===== src/rtl/vga_pkg.sv =====
// Shared constants and helpers for the VGA timing front end.
package vga_pkg;

    // Default 640x480@60 timing, in pixels (horizontal) and lines (vertical)
    localparam int DEF_H_ACTIVE = 640;
    localparam int DEF_H_FP     = 16;
    localparam int DEF_H_SYNC   = 96;
    localparam int DEF_H_BP     = 48;
    localparam int DEF_V_ACTIVE = 480;
    localparam int DEF_V_FP     = 10;
    localparam int DEF_V_SYNC   = 2;
    localparam int DEF_V_BP     = 33;

    // Colour channel width to the DAC
    localparam int COLOR_W = 8;

    // Pin polarity encoding for hs/vs
    localparam bit SYNC_ACTIVE_LOW  = 1'b0;
    localparam bit SYNC_ACTIVE_HIGH = 1'b1;

    // Counters are 16 bit, so every axis total must fit
    localparam int MAX_TOTAL = 65535;

    typedef struct packed {
        logic [COLOR_W-1:0] r;
        logic [COLOR_W-1:0] g;
        logic [COLOR_W-1:0] b;
    } rgb_t;

    // Length of one axis period: visible + front porch + sync + back porch
    function automatic int axis_total(input int active, input int fp,
                                      input int sync, input int bp);
        return active + fp + sync + bp;
    endfunction

    localparam int DEF_H_TOTAL = axis_total(DEF_H_ACTIVE, DEF_H_FP, DEF_H_SYNC, DEF_H_BP);
    localparam int DEF_V_TOTAL = axis_total(DEF_V_ACTIVE, DEF_V_FP, DEF_V_SYNC, DEF_V_BP);

    // Map an active-high sync level onto the pin polarity
    function automatic logic sync_pin(input logic level, input bit pol);
        return pol ? level : ~level;
    endfunction

endpackage


===== src/rtl/vga_axis_counter.sv =====
// One axis (x or y) of the raster: wrapping counter plus region decodes.
module vga_axis_counter
    import vga_pkg::*;
#(
    parameter int ACTIVE = DEF_H_ACTIVE,
    parameter int FP     = DEF_H_FP,
    parameter int SYNC   = DEF_H_SYNC,
    parameter int BP     = DEF_H_BP
) (
    input  logic        i_clk,
    input  logic        i_rst,
    input  logic        i_en,
    output logic [15:0] o_count,
    output logic        o_wrap,
    output logic        o_active,
    output logic        o_sync
);

    localparam int TOTAL = axis_total(ACTIVE, FP, SYNC, BP);

    generate
        if (TOTAL > MAX_TOTAL || TOTAL < 1) begin : g_bad_total
            $error("vga_axis_counter: axis total %0d does not fit a 16-bit counter", TOTAL);
        end
    endgenerate

    localparam logic [15:0] LAST       = 16'(TOTAL - 1);
    localparam logic [15:0] ACT_END    = 16'(ACTIVE);
    localparam logic [15:0] SYNC_FIRST = 16'(ACTIVE + FP);
    localparam logic [15:0] SYNC_LAST  = 16'(ACTIVE + FP + SYNC - 1);

    // Region decodes straight off the count register, no added delay
    always_comb begin
        o_wrap   = (o_count == LAST);
        o_active = (o_count < ACT_END);
        o_sync   = (SYNC != 0) && (o_count >= SYNC_FIRST) && (o_count <= SYNC_LAST);
    end

    // Advance on enable, wrapping after the last position of the period
    // NOTE: async reset lives in the sensitivity list; state updates use <= so
    // every flop samples pre-edge values regardless of block ordering.
    always_ff @(posedge i_clk or posedge i_rst) begin
        if (i_rst) begin
            o_count <= '0;
        end else if (i_en) begin
            o_count <= o_wrap ? '0 : o_count + 16'd1;
        end
    end

endmodule


===== src/rtl/vga_timing.sv =====
// VGA raster counters plus the registered, blanked colour/sync output stage.
module vga_timing
    import vga_pkg::*;
#(
    parameter int H_ACTIVE = DEF_H_ACTIVE,
    parameter int H_FP     = DEF_H_FP,
    parameter int H_SYNC   = DEF_H_SYNC,
    parameter int H_BP     = DEF_H_BP,
    parameter int V_ACTIVE = DEF_V_ACTIVE,
    parameter int V_FP     = DEF_V_FP,
    parameter int V_SYNC   = DEF_V_SYNC,
    parameter int V_BP     = DEF_V_BP,
    parameter bit SYNC_POL = SYNC_ACTIVE_LOW
) (
    input  logic               i_clk,
    input  logic               i_rst,
    input  logic               i_pix_en,
    output logic [15:0]        o_x,
    output logic [15:0]        o_y,
    output logic               o_active,
    output logic               o_v_sync,
    output logic               o_frame,
    input  logic [COLOR_W-1:0] i_red,
    input  logic [COLOR_W-1:0] i_green,
    input  logic [COLOR_W-1:0] i_blue,
    output logic [COLOR_W-1:0] o_vga_r,
    output logic [COLOR_W-1:0] o_vga_g,
    output logic [COLOR_W-1:0] o_vga_b,
    output logic               o_vga_hs,
    output logic               o_vga_vs
);

    // Last visible line; the step leaving it starts vertical blanking
    localparam logic [15:0] V_LAST_ACTIVE = 16'(V_ACTIVE - 1);

    logic x_wrap, y_wrap;
    logic x_active, y_active;
    logic h_sync;
    logic frame_load;
    rgb_t pix_q;

    vga_axis_counter #(
        .ACTIVE (H_ACTIVE),
        .FP     (H_FP),
        .SYNC   (H_SYNC),
        .BP     (H_BP)
    ) u_x (
        .i_clk    (i_clk),
        .i_rst    (i_rst),
        .i_en     (i_pix_en),
        .o_count  (o_x),
        .o_wrap   (x_wrap),
        .o_active (x_active),
        .o_sync   (h_sync)
    );

    // y only moves on the line carry from x
    vga_axis_counter #(
        .ACTIVE (V_ACTIVE),
        .FP     (V_FP),
        .SYNC   (V_SYNC),
        .BP     (V_BP)
    ) u_y (
        .i_clk    (i_clk),
        .i_rst    (i_rst),
        .i_en     (i_pix_en & x_wrap),
        .o_count  (o_y),
        .o_wrap   (y_wrap),
        .o_active (y_active),
        .o_sync   (o_v_sync)
    );

    // Visible area and the step that loads (0, V_ACTIVE); a frame wrap never loads it
    always_comb begin
        o_active   = x_active & y_active;
        frame_load = i_pix_en & x_wrap & ~y_wrap & (o_y == V_LAST_ACTIVE);
    end

    // Frame pulse: set by the loading step, cleared on the very next clock
    always_ff @(posedge i_clk or posedge i_rst) begin
        if (i_rst) begin
            o_frame <= 1'b0;
        end else begin
            o_frame <= frame_load;
        end
    end

    // Output stage: colour blanked outside the visible area, sync at pin polarity
    always_ff @(posedge i_clk or posedge i_rst) begin
        if (i_rst) begin
            pix_q    <= '0;
            o_vga_hs <= ~SYNC_POL;
            o_vga_vs <= ~SYNC_POL;
        end else if (i_pix_en) begin
            pix_q    <= o_active ? rgb_t'({i_red, i_green, i_blue}) : '0;
            o_vga_hs <= sync_pin(h_sync, SYNC_POL);
            o_vga_vs <= sync_pin(o_v_sync, SYNC_POL);
        end
    end

    assign o_vga_r = pix_q.r;
    assign o_vga_g = pix_q.g;
    assign o_vga_b = pix_q.b;

endmodule


===== config.mk =====
export PLATFORM = sky130hd
export DESIGN_NAME = vga_timing
export DESIGN_NICKNAME = d
export VERILOG_FILES = /design/src/rtl/vga_pkg.sv /design/src/rtl/vga_axis_counter.sv /design/src/rtl/vga_timing.sv
export SDC_FILE = /design/constraint.sdc
export NUM_CORES = 1
export LEC_CHECK = 0
export CAP_MARGIN = 30
export CORE_UTILIZATION = 25
export CTS_BUF_LIST = sky130_fd_sc_hd__clkbuf_8
export DETAILED_ROUTE_END_ITERATION = 10
export GPL_ROUTABILITY_DRIVEN = 0
export SYNTH_ARGS = -nofsm -noshare
export SYNTH_HDL_FRONTEND = slang
export SYNTH_SLANG_ARGS = --single-unit

===== constraint.sdc =====
create_clock -name i_clk -period 6.3 [get_ports i_clk]
set_input_delay 1.26 -clock i_clk [delete_from_list [all_inputs] [get_ports i_clk]]
set_output_delay 1.26 -clock i_clk [all_outputs]
set_load 0.1 [all_outputs]

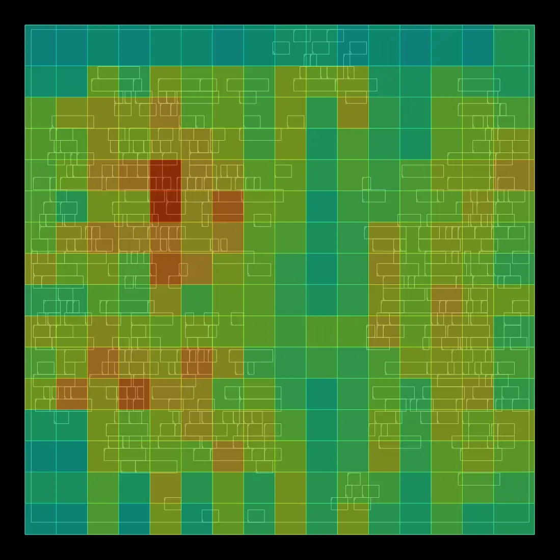
Figure 1: run 1, track usage over the die.
GR met2 Demand/Resource: 21.1%
global router's overall resource usage: 13.0%
met3 routing resource usage after global routing: 4.54%
post-layout util: 35.0%
met1 Track Usage GR: 16.1%

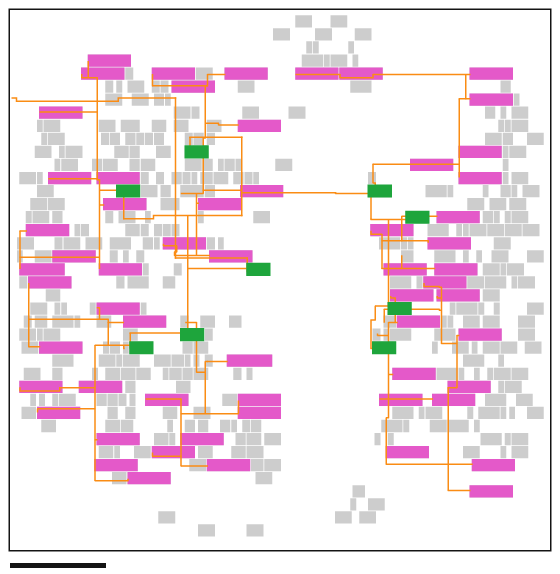
Figure 2: run 1, clock wires, drivers and flops.
The bar under the picture is 20 µm long.
[magenta] flip-flops | count: 59
[orange] clock wires | length: 950 µm
[green] clock drivers | count: 9
routed clock nets	10
flops lie	all over the die

==> flow_metrics.rpt, run 1 <==
PHYSICAL IMPLEMENTATION REPORT
----------------------------------------------------
[Clocking]
  Quantity of gates resized following cts ........................ 0
  CTS hold repair buffers ........................ 0

[Synthesis]
  Top cell types by occurrence after synthesis ........................ sky130_fd_sc_hd__dfrtp_1, sky130_fd_sc_hd__nand2_1, sky130_fd_sc_hd__inv_1
  Asr flop ratio synth ........................ 100%
  Synthesized area per cell ........................ 9.85 µm²
  Leading post-synthesis cells by cell area ........................ sky130_fd_sc_hd__dfrtp_1, sky130_fd_sc_hd__o22ai_2, sky130_fd_sc_hd__nand2_1
  Top cell type by total area after synthesis ........................ sky130_fd_sc_hd__dfrtp_1
  Cell area after synthesis ........................ 3050 µm²
  Register bit count reported by yosys ........................ 59

[Timing]
  Final worst path period share ........................ 77.2%
  Total negative slack ........................ 0 ns

[Setup path]
  Critical-path maximum fanout ........................ 25
  Reg2reg end ........................ u_y.o_count[7]
  Arr. time, crit path ........................ 3.60 ns
  Worst Path Required ........................ 5.04 ns
  Kind of end point of the critical path ........................ primary output
  Worst R2R Path Depth ........................ 5
  Start of the worst register-to-register path ........................ u_x.o_count[0]

[Power]
  Gate power share ........................ 28.8%
  Lkg Pwr ........................ 1.74 nW
  Reported net switching power ........................ 0.415 mW
  Internal Dissipation ........................ 0.633 mW

[Routing]
  Violation tally from detailed-route iteration zero ........................ 131
  Number of vias after detailed routing ........................ 2,517
  DRC violations left ........................ 0
  Wire length after detailed routing ........................ 7750 µm

[Place]
  Buffers added on ports ........................ 87
  Worst slack after detailed placement ........................ 1.79 ns

[Run status]
  Status ........................ complete, no violations

[Die]
  Chip Width ........................ 113 µm
  Vert. Die Dim ........................ 113 µm

[Finish]
  Filler Cells Inserted ........................ 1,222
  Footprint of the multi-input gates ........................ 1320 µm²
  Top flop regs ........................ u_x.o_count: 16 flops, u_y.o_count: 16 flops
  Antenna diode instance count ........................ 0

[Worst hold path]
  Class of the worst hold path ........................ reg2reg

[Run]
  OpenROAD warning count ........................ 29

[Global routing]
  Maximum number of pins on one net before global-route repair ........................ 60
  GR Overflow Total ........................ 0

----------------------------------------------------
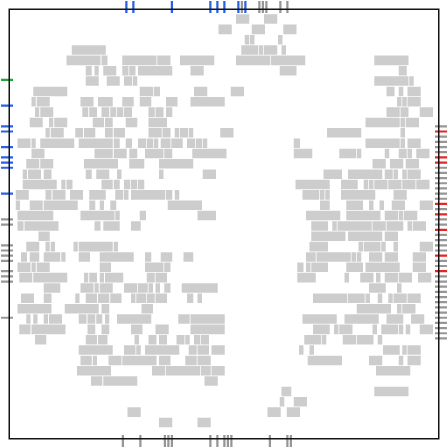
Figure 3: run 1, pin map.
Pins as bars across the die edge, other pins in gray.
color	port	pins	direction	edge
green	i_clk	1	input	left
blue	o_y	16	output	8 top, 8 left
red	i_red	8	input	right

-- run 1: per-stage QoR --
stage / utilization, % / hold WS (ns) / total power, mW / instances / area, µm²
after floorplan: - / 0.709 / 0.666 / 310 / 3050
after global placement: 33.5 / 0.476 / 0.748 / 527 / 4010
after detailed placement: 33.5 / 0.493 / 0.750 / 527 / 4010
after CTS: 35.0 / 0.504 / 1.06 / 543 / 4180
after global routing: 35.0 / 0.525 / 1.10 / 543 / 4180
final: 35.0 / 0.497 / 1.05 / 543 / 4180
-- run 1: final cells by class --
| class | count | area share, % |
|---|---|---|
| Clock buffer | 10 | 3.29 |
| Clock inverter | 6 | 0.808 |
| Inverter | 37 | 3.32 |
| Multi-Input combinational cell | 194 | 31.6 |
| Sequential cell | 59 | 35.4 |
| Tap cell | 147 | 4.40 |
| Timing Repair Buffer | 90 | 21.2 |
-- run 1: cells in the final DEF (no fill, tap or decap), types with 9 or more instances in the layout --
| cell type | Yosys | layout |
|---|---|---|
| sky130_fd_sc_hd__nand2_1 | 43 | 43 |
| sky130_fd_sc_hd__o22ai_2 | 19 | 19 |
| sky130_fd_sc_hd__inv_1 | 36 | 36 |
| sky130_fd_sc_hd__nor2_1 | 11 | 11 |
| sky130_fd_sc_hd__nand4_1 | 15 | 15 |
| sky130_fd_sc_hd__dfrtp_1 | 57 | 57 |
| sky130_fd_sc_hd__a21oi_1 | 10 | 10 |
| sky130_fd_sc_hd__clkdlybuf4s50_1 | 0 | 86 |
| sky130_fd_sc_hd__clkbuf_8 | 0 | 10 |
| sky130_fd_sc_hd__nand3_1 | 14 | 14 |
| sky130_fd_sc_hd__xnor2_1 | 9 | 9 |
| sky130_fd_sc_hd__mux2i_1 | 9 | 9 |
-- run 1: worst max-delay path, stage by stage (launching register included) --
cell and delay, ns:
sky130_fd_sc_hd__dfrtp_1 0.45, sky130_fd_sc_hd__or4_4 0.54, sky130_fd_sc_hd__or4_4 0.45, sky130_fd_sc_hd__or3b_1 0.36, sky130_fd_sc_hd__buf_4 0.26, sky130_fd_sc_hd__inv_2 0.07, sky130_fd_sc_hd__clkdlybuf4s50_1 1.12
-- run 1: kinds of logic (layout without fill, tap and decap cells) --
logic type               count (synthesis)  count (layout)  synth area share, %
flip-flops                              59              59                 48.4
XOR/XNOR                                17              17                 4.88
AND/OR/NAND/NOR                        124             124                 22.1
adder cells (fa/ha/maj)                  4               4                 1.64
buffers and inverters                   57             143                 8.36
multiplexers                             9               9                 2.95
AND-OR/OR-AND                           40              40                 11.6
-- run 1: routing by layer --
| layer | GRT usage, % | share of wire (%) | wire length, µm |
|---|---|---|---|
| met4 | 4.00 | 0.63 | 49 |
| met1 | 16.1 | 47 | 3630 |
| met2 | 21.1 | 47 | 3610 |
| met5 | 0 | 0 | 0 |
| met3 | 4.54 | 5.9 | 459 |
-- run 1: power groups by stage --
stage | clock [mW] | sequential, mW | combinational (mW)
2_1_floorplan | 0 | 0.587 | 0.0783
3_3_place_gp | 0 | 0.447 | 0.301
3_5_place_dp | 0 | 0.448 | 0.302
4_1_cts | 0.318 | 0.442 | 0.303
5_1_grt | 0.334 | 0.448 | 0.318
6_report | 0.304 | 0.443 | 0.302
Figure 4. Wiring by layer (run 1).
The bar under the picture is 20 µm long.
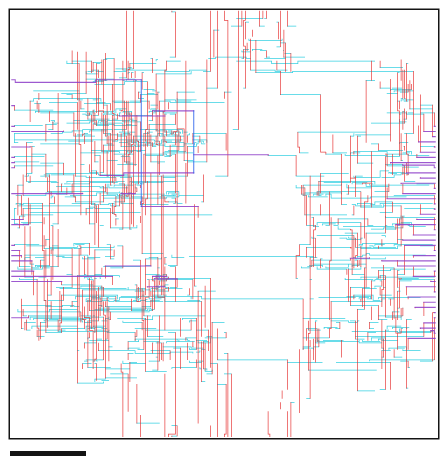

==> run 2: changes to the inputs <==
Clock period 6.3 ns to 4.2 ns, I/O delays scaled along.
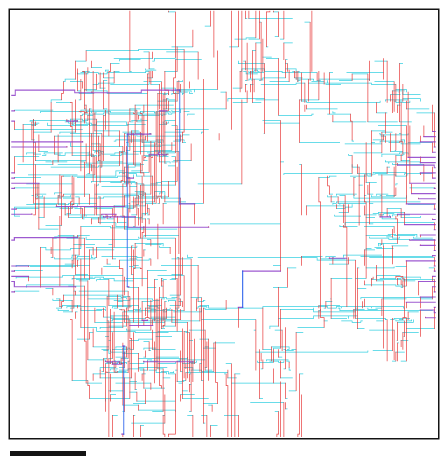
Figure 5: run 2, wiring by layer.
The bar under the picture is 20 µm long.
color	layer	wire length
purple	metal 3	389 µm
red	metal 2	3,640 µm
cyan	metal 1	3,670 µm
blue	metal 4	103 µm

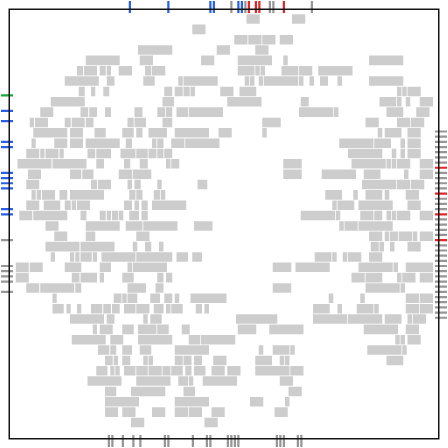
Figure 6: run 2, pin map.
Pins as bars across the die edge, other pins in gray.
color	port	pins	direction	edge
green	i_clk	1	input	left
red	i_red	8	input	4 top, 4 right
blue	o_y	16	output	10 left, 6 top

==> run 2 against run 1 <==
- first-iteration DRC count down 19%
- clock-buffer cell count up 1
- combinational power up about 50%
==> flow_metrics.rpt, run 2 <==
PHYSICAL IMPLEMENTATION REPORT
----------------------------------------------------
[Finish]
  Top flop regs ........................ u_x.o_count: 16 flops, u_y.o_count: 16 flops
  Filler Cells Inserted ........................ 1,222
  Top cell excl fill/tap ........................ sky130_fd_sc_hd__clkdlybuf4s50_1
  Most frequent cells in the layout ........................ sky130_fd_sc_hd__clkdlybuf4s50_1, sky130_fd_sc_hd__dfrtp_1, sky130_fd_sc_hd__nand2_1, sky130_fd_sc_hd__inv_1, sky130_fd_sc_hd__o22ai_2
  Final Cell Area ........................ 4220 µm²

[Setup path]
  Arr. time, crit path ........................ 2.67 ns
  Critical-path maximum fanout ........................ 25
  Reg2reg end ........................ u_y.o_count[7]
  Kind of end point of the critical path ........................ primary output
  Worst Path Required ........................ 3.36 ns
  Start of the worst register-to-register path ........................ u_x.o_count[0]

[Synthesis]
  Mux share of post-synthesis cell area ........................ 2.95%
  Main kind of combinational logic by area ........................ simple AND/OR/NAND/NOR gates
  Top cell type by total area after synthesis ........................ sky130_fd_sc_hd__dfrtp_1
  Asr flop ratio synth ........................ 100%
  Leading post-synthesis cells by cell area ........................ sky130_fd_sc_hd__dfrtp_1, sky130_fd_sc_hd__o22ai_2, sky130_fd_sc_hd__nand2_1
  Parity-gate share of the synthesized area counting xor and xnor cells ........................ 4.88%
  Ao+oa area frac ........................ 11.6%
  FA/HA/MAJ Cells, Area Fraction ........................ 1.64%
  Area fraction in and, or, nand and nor cells after synthesis ........................ 22.1%
  Register bit count reported by yosys ........................ 59
  Top cell types by occurrence after synthesis ........................ sky130_fd_sc_hd__dfrtp_1, sky130_fd_sc_hd__nand2_1, sky130_fd_sc_hd__inv_1

[Run]
  OpenROAD warning count ........................ 29

[Global routing]
  Global router's overall resource usage ........................ 13.2%
  Maximum number of pins on one net before global-route repair ........................ 58
  GR Overflow Total ........................ 0

[Die]
  Chip Width ........................ 113 µm
  Vert. Die Dim ........................ 113 µm

[Place]
  Total cell area at the placement stage ........................ 4020 µm²
  Buffers added on ports ........................ 87

[Run status]
  Status ........................ complete, no violations

[Routing]
  Wire length after detailed routing ........................ 7800 µm
  DRC violations left ........................ 0
  Violation tally from detailed-route iteration zero ........................ 106

[Power]
  Lkg Pwr ........................ 1.77 nW

[Clocking]
  Quantity of gates resized following cts ........................ 0

----------------------------------------------------
-- run 2: how the worst max path moves through the flow --
| stage | end | depth (start not counted) |
|---|---|---|
| global placement | o_active | 6 |
| CTS | o_active | 6 |
| finish | o_active | 6 |
| global route | o_active | 6 |
| floorplan | o_v_sync | 3 |
| detailed placement | o_active | 6 |
-- run 2: stage by stage --
step	worst slack [ns]	instances	total power, mW	utilization, %
2_1_floorplan	0.267	310	0.999	-
3_3_place_gp	1.03	527	1.12	33.6
3_5_place_dp	1.02	527	1.13	33.6
4_1_cts	0.637	542	1.66	35.3
5_1_grt	0.573	542	1.71	35.3
6_report	0.688	542	1.63	35.3
-- run 2: logic make-up after synthesis --
| kind of cell | Yosys count |
|---|---|
| xor+xnor | 17 |
| fa+ha+maj | 4 |
| flops | 59 |
| simple gates | 124 |
| buf+inv | 57 |
| mux | 9 |
| compound gates | 40 |
-- run 2: power breakdown --
| part | switching (mW) | internal [mW] |
|---|---|---|
| combinational | 0.328 | 0.125 |
| sequential | 0.0640 | 0.601 |
| clock | 0.214 | 0.298 |
| total | 0.605 | 1.02 |
-- run 2: cell type report --
class / count / area [µm²] / area share, %
flip-flops and latches: 59 / 1480 / 35.1
multi-input cells: 194 / 1330 / 31.4
repair buffers: 90 / 896 / 21.2
well taps: 147 / 184 / 4.36
clock buffers: 11 / 151 / 3.59
inverters: 37 / 139 / 3.29
clock inverters: 4 / 42.5 / 1.01
-- run 2: critical path: stages, from the launching register on --
cell and delay, ns:
sky130_fd_sc_hd__dfrtp_1 0.44, sky130_fd_sc_hd__or4_4 0.53, sky130_fd_sc_hd__or4_4 0.46, sky130_fd_sc_hd__or3b_1 0.36, sky130_fd_sc_hd__buf_4 0.26, sky130_fd_sc_hd__inv_2 0.11
sky130_fd_sc_hd__buf_12 0.17
-- run 2: metal layers --
layer / wire length (µm) / GRT usage, % / vias to the layer above
li1: - / - / 1231
met1: 3670 / 17.5 / 1225
met2: 3640 / 20.4 / 91
met3: 388 / 3.19 / 10
met4: 102 / 5.60 / 0
met5: 0 / 0 / -
Figure 7. Clock wires, drivers and flops (run 2).
The bar under the picture is 20 µm long.
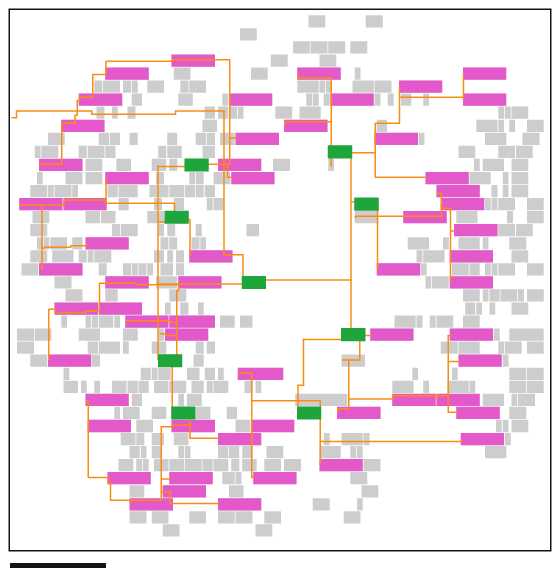

==> run 3: changes to the inputs <==
Clock period 4.2 ns to 3.6 ns, I/O delays scaled along.
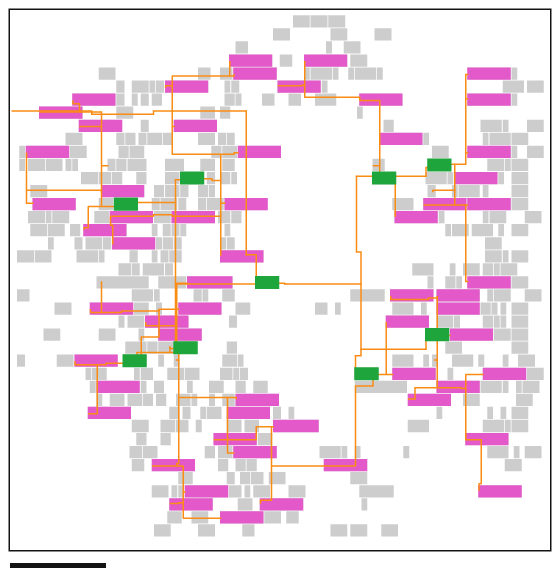
Figure 8: run 3, clock wires, drivers and flops.
The bar under the picture is 20 µm long.
[magenta] flip-flops | count: 59
[orange] clock wires | length: 925 µm
[green] clock drivers | count: 9
flops lie	all over the die

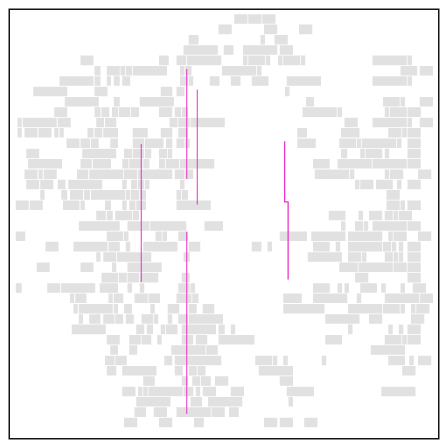
Figure 9: run 3, met4 routing.
Cells faint in the background.
main direction	vertical
longest straight run	47.6 µm

==> run 3 against run 2 <==
- via count increased by 0.39%
- combinational power up 17%
- total power increased by 20%
- critical path type unchanged
- worst setup slack got worse by 0.26 ns
==> flow_metrics.rpt, run 3 <==
PHYSICAL IMPLEMENTATION REPORT
----------------------------------------------------
[Run status]
  Status ........................ complete, no violations

[Finish]
  Number of standard cells in the final layout excluding fillers ........................ 547
  Top flop regs ........................ u_x.o_count: 16 flops, u_y.o_count: 16 flops
  Antenna diode instance count ........................ 0
  Most frequent cells in the layout ........................ sky130_fd_sc_hd__clkdlybuf4s50_1, sky130_fd_sc_hd__dfrtp_1, sky130_fd_sc_hd__nand2_1, sky130_fd_sc_hd__inv_1, sky130_fd_sc_hd__o22ai_2
  Top cell excl fill/tap ........................ sky130_fd_sc_hd__clkdlybuf4s50_1

[Timing]
  Final hold slack ........................ 0.500 ns
  Final worst path period share ........................ 88.2%
  Final setup margin ........................ 0.423 ns
  Total negative slack ........................ 0 ns

[Synthesis]
  Register bit count reported by yosys ........................ 59
  Asr flop ratio synth ........................ 100%
  Leading post-synthesis cells by cell area ........................ sky130_fd_sc_hd__dfrtp_1, sky130_fd_sc_hd__o22ai_2, sky130_fd_sc_hd__nand2_1
  Synthesized area per cell ........................ 9.85 µm²

[Place]
  Number of placed instances, taps included ........................ 530
  Worst slack after detailed placement ........................ 0.778 ns
  Buffers added on ports ........................ 87

[Setup path]
  Worst Path Required ........................ 2.88 ns
  CP Cell Sequence ........................ or4_4 > or4_4 > or3b_1 > inv_2 > buf_12
  Kind of end point of the critical path ........................ primary output
  Cell class contributing the biggest share of worst-path delay ........................ simple AND/OR/NAND/NOR gates
  Slowest cell on crit path ........................ sky130_fd_sc_hd__or4_4
  Longest individual stage delay on the worst path ........................ 0.53 ns
  Start of the worst register-to-register path ........................ u_y.o_count[10]

[Routing]
  Wire length after detailed routing ........................ 7830 µm
  Highest metal layer with signal wires ........................ met4

[Clocking]
  CTS hold repair buffers ........................ 0
  Quantity of gates resized following cts ........................ 0

[Power]
  Lkg Pwr ........................ 1.82 nW

[Global routing]
  Global router's overall resource usage ........................ 13.1%
  GR Overflow Total ........................ 0

[Die]
  Vert. Die Dim ........................ 113 µm

----------------------------------------------------
[run 3: cell count changes in the layout (fill, tap and decap cells not counted), sizes merged]
cell,change
clkinv,+1
clkbuf,-2
clkinvlp,+1
clkdlybuf4s50,-11
bufinv,+1
buf,+15
[run 3: worst register-to-register path, cell delays in order, from the launching register on]
cell and delay, ns:
sky130_fd_sc_hd__dfrtp_1 0.44, sky130_fd_sc_hd__or4_4 0.53, sky130_fd_sc_hd__or4_4 0.47, sky130_fd_sc_hd__or3b_1 0.42, sky130_fd_sc_hd__buf_4 0.27, sky130_fd_sc_hd__o22ai_1 0.18
[run 3: path summary, 6_finish.rpt]
path | to | cells after the start
max in group asynchronous | o_vga_vs | 4
min in group asynchronous | u_x.o_count[15] | 2
worst max-delay path | o_active | 5
worst min-delay path | o_vga_hs | 2
worst min register to register | o_vga_hs | 2
worst max register to register | o_vga_b[7] | 5
[run 3: area by class of cell]
cell class / count / area [µm²] / share of cell area [%]
Clock buffer: 9 / 124 / 2.91
Clock inverter: 7 / 85.1 / 2.00
Inverter: 37 / 139 / 3.27
Multi-Input combinational cell: 194 / 1330 / 31.3
Sequential cell: 59 / 1480 / 34.8
Tap cell: 147 / 184 / 4.32
Timing Repair Buffer: 94 / 911 / 21.4
[run 3: kinds of logic after synthesis]
family	after synthesis	share of synthesized area, %
XOR/XNOR	17	4.88
multiplexers	9	2.95
adder cells (fa/ha/maj)	4	1.64
AND/OR/NAND/NOR	124	22.1
AND-OR/OR-AND	40	11.6
buffers and inverters	57	8.36
flip-flops	59	48.4
[run 3: power breakdown]
| group | total (mW) | internal, mW | switching, mW |
|---|---|---|---|
| logic | 0.527 | 0.144 | 0.383 |
| registers | 0.775 | 0.701 | 0.0733 |
| clock network | 0.651 | 0.382 | 0.268 |
[run 3: per-layer routing]
layer,vias up,track usage [%]
li1,1246,-
met1,1222,16.5
met2,86,20.2
met3,13,4.32
met4,0,6.13
met5,-,0
Power and IR drop assume default switching activity.
